**The metal 2 layer**

Scale bar: 50 um. Cells faint in the background.
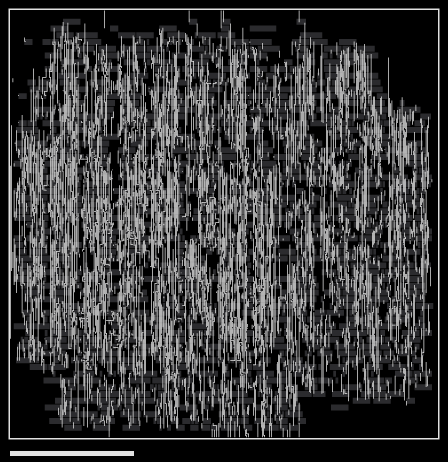
**The metal 1 layer**

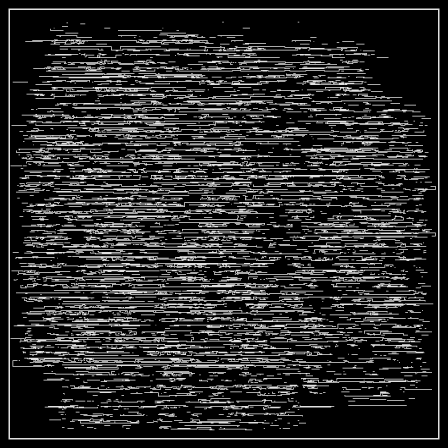
==> config.mk <==
export PLATFORM = sky130hd
export DESIGN_NAME = dds_voice_engine
export DESIGN_NICKNAME = d
export VERILOG_FILES = /design/src/rtl/dds_voice_engine.sv
export SDC_FILE = /design/constraint.sdc
export NUM_CORES = 1
export LEC_CHECK = 0
export CAP_MARGIN = 25
export CORE_UTILIZATION = 56
export CTS_CLUSTER_DIAMETER = 50
export DETAILED_ROUTE_END_ITERATION = 8
export HOLD_SLACK_MARGIN = 0.08
export PLACE_DENSITY = 0.73
export SYNTH_ARGS = -nofsm -noshare
export SYNTH_HDL_FRONTEND = slang
export SYNTH_SLANG_ARGS = --single-unit
==> constraint.sdc <==
create_clock -name clk_in -period 7.7 [get_ports clk_in]
set_input_delay 1.54 -clock clk_in [delete_from_list [all_inputs] [get_ports clk_in]]
set_output_delay 1.54 -clock clk_in [all_outputs]
set_load 0.03 [all_outputs]
==> impl_metrics.json <==
{
  "syn_inst": 1970,
  "worst_r2r_path_depth": 17,
  "synth-warning-count": 0,
  "core_area_sq_um": 28100,
  "placement_rows": 61,
  "synthDominantAreaCellType": "sky130_fd_sc_hd__dfxtp_1",
  "max-cap-violations": 0,
  "timing.fmax_mhz": 173,
  "gpl.final_weighted_congestion": 0.940,
  "yosysCellCount": 1970,
  "synth_nets": 2158,
  "post_synth_num_cell_types": 62,
  "synth-seq-cells": 239,
  "grt_overall_usage": 0.305,
  "cts_resized": 0,
  "die_w_um": 172,
  "worstPathRequired_ns": 8.17,
  "fa_ha_area_frac": 0.173,
  "timing.critical_path.fanout_max": 16,
  "io_pins": 43,
  "post_synth_arst_share": 0,
  "xor_xnor_share": 0.0265,
  "place.detailed.instances": 2259,
  "critical-path-top-delay-family": "adder cells",
  "drtAntennaViolNets": 0,
  "grt_setup_unrepaired": "false",
  "place.port_buffers": 42,
  "flop_area_sq_um": 4790,
  "power.density_cell_area_nw_per_um2": 170,
  "ys_sh_mux": 0.0910,
  "clockRootBuffer": "sky130_fd_sc_hd__clkbuf_16",
  "hold_viol": 0,
  "avgViaCountPerCell": 5.93,
  "cts_tree": "built",
  "avgSynthCellArea_sq_um": 8.21,
  "post_synth_and_or_nand_nor_area_fraction": 0.200,
  "postCtsHoldBufs": 0,
  "post_dr_wirelength_cell_um": 18.8,
  "synth.yosys.seq_area_share": 0.296,
  "finalCoreUtilization": 0.632,
  "floorplan.core_util": 0.576,
  "period_used_share": 0.752,
  "synth.comb.largest_family": "simple AND/OR/NAND/NOR gates",
  "edf_count": 0,
  "lkg_pwr_nw": 7.36,
  "timing.final.setup_violations": 0,
  "antenna_cells": 0,
  "ir_drop_mv": 0.168,
  "min_path_cells": 2,
  "cts_buffer_depth": 3,
  "final_cell_mix": "sky130_fd_sc_hd__nand2_1 (385), sky130_fd_sc_hd__dfxtp_1 (237), sky130_fd_sc_hd__nor2_1 (206), sky130_fd_sc_hd__inv_1 (154), sky130_fd_sc_hd__a21oi_1 (146)",
  "global_route.overflow_total": 0,
  "worst_margin_slew_ns": 0.951,
  "design.die.area_sq_um": 29600,
  "cp_slowest_stage_delay_ns": 0.73,
  "grt_busiest_layer": "met2",
  "drt_first_pass_iters": 6,
  "tool_warnings": 31,
  "grtUsageMet3": 0.0318,
  "headroom_to_the_max_slew_limit": 0.364,
  "clock_sink_count": 239,
  "setup_total_negative_slack_ns": 0,
  "netlist_area_sq_um": 16200,
  "critical_path.n_buffers_inverters": 2,
  "ys.flop_type": "sky130_fd_sc_hd__dfxtp_1",
  "ys_chip_area_sq_um": 16200,
  "crit_path_end_kind": "flip-flop",
  "timing.critical_path.cells": "mux4_2 > and2_1 > fa_1 > fa_1 > fa_1 > inv_1 > fa_1 > inv_1 > ha_1 > nand4_1 > nor4bb_4 > o211ai_2 > a31oi_2 > nor2_2 > or2_1 > mux2_4 > o22ai_1",
  "worst-setup-path-type": "reg -> reg",
  "status": "completed",
  "drt_drc_violations_left": 0,
  "report.final.slew_viol_count": 0,
  "clock_latency_ns": 0.56,
  "layout_top_cell": "sky130_fd_sc_hd__nand2_1",
  "ys_sh_aoi": 0.142,
  "cts_made_buffers": 30,
  "post-route-min-period_ns": 5.79,
  "area_leaders": "sky130_fd_sc_hd__dfxtp_1 (30%), sky130_fd_sc_hd__fa_1 (12%), sky130_fd_sc_hd__nand2_1 (8.9%), sky130_fd_sc_hd__mux4_2 (5.8%), sky130_fd_sc_hd__ha_1 (4.9%)",
  "final_critical_path_setup_slack_ns": 1.91,
  "first_global_vias": 13600,
  "cts.htree.levels": 1,
  "maximum_number_of_pins_on_one_net_before_global_route_repair": 116,
  "clkTransAtPathRegs_ns": 0.06,
  "detail_route.iter0.violations": 1352,
  "area_growth_syn_to_layout_pct": 9.81,
  "post_route_insts_no_fill": 2319,
  "timing.reg2reg.setup_slack_ns": 1.91,
  "grt_first_pass_wirelength_mm": 71.0,
  "cp_common_cell": "sky130_fd_sc_hd__fa_1",
  "worst_setup_path_start_kind": "flip-flop",
  "multi_input_comb_area_sq_um": 10300,
  "worst_hold_path_type": "reg -> reg",
  "net_count_final": 2105,
  "dp_hpwl_mm": 30.5,
  "final_layout_size_suffix_gt1_frac": 0.0696,
  "dp_worst_setup_slack_ns": 1.92,
  "post-synth-top-area-fraction": 0.296,
  "number_of_buffers_inserted_to_repair_setup_after_cts": 0,
  "die_y_um": 172,
  "antenna_violations_before_repair": 0,
  "cp.arrival_ns": 6.27,
  "timing.clock.skew_ns": 0.0106,
  "crit_cells": 17,
  "timing.critical_path.slowest_stage_cell": "sky130_fd_sc_hd__mux4_2",
  "fillCellCount": 2475
}
Back to the opening pictures, 'the metal 2 layer':
- main direction: vertical
- wire length on this layer: 20.8 mm
- share of all routed wire: 48%
- nets with wire on the layer: 1698
met2 layer usage reported by global route: 0.514
total vias in the final route: 13700
final wirelength: 43.7 mm

Back to the opening pictures, 'the metal 1 layer':
- nets with wire on the layer: 1972
- share of all routed wire: 43%
- longest straight run: 60.3 um
met1 usage: 0.412

## layer usage
layer,share of wire,vias to the layer above
met5,0,-
li1,-,6459
met2,0.48,543
met1,0.43,6675
met4,0.026,0
met3,0.069,72
## kinds of logic (layout without fill, tap and decap cells)
kind of cell,count (synthesis),in the layout
AOI/OAI and AO/OA,365,365
xor gates and xnor gates,49,49
adders and majority gates,164,164
buffers and inverters,299,270
DFF,239,239
muxes,94,94
and+or+nand+nor,760,760
## layout make-up
class / instances / share of cell area
Timing Repair Buffer: 60 / 0.0337
Multi-Input combinational cell: 1432 / 0.578
Tap cell: 378 / 0.0266
Clock inverter: 17 / 0.0123
Sequential cell: 239 / 0.269
Clock buffer: 39 / 0.0470
Inverter: 154 / 0.0325
## per-stage QoR
step / power, mW / cell area (sq um) / hold slack (ns)
floorplan: 1.48 / 16200 / 0.433
detailed placement: 1.56 / 16700 / 0.443
finish: 3.03 / 17800 / 0.451
global placement: 1.56 / 16600 / 0.438
CTS: 3.03 / 17700 / 0.452
global route: 3.11 / 17800 / 0.469
## worst min-delay path, delay by kind of cell, from the launching register on
| kind | cells | cell delay (ns) |
|---|---|---|
| simple gates | 1 | 0.05 |
| flops | 1 | 0.31 |
| compound gates | 1 | 0.05 |
## synth_stat cells (all sizes together) (17+ instances only)
cell,instances
o21ai,81
inv,154
a311oi,24
a211oi,17
dfxtp,239
xnor2,24
mux4,42
and2,57
nand3,48
xor2,25
buf,33
nand2,385
clkbuf,112
mux2i,51
ha,64
a21oi,147
fa,100
nor2,207
## where the power goes
part,internal (mW),switching (mW),total (mW)
combinational,0.0741,0.153,0.227
clock,0.907,0.578,1.48
sequential,1.26,0.0504,1.31
Power and IR drop assume default switching activity.
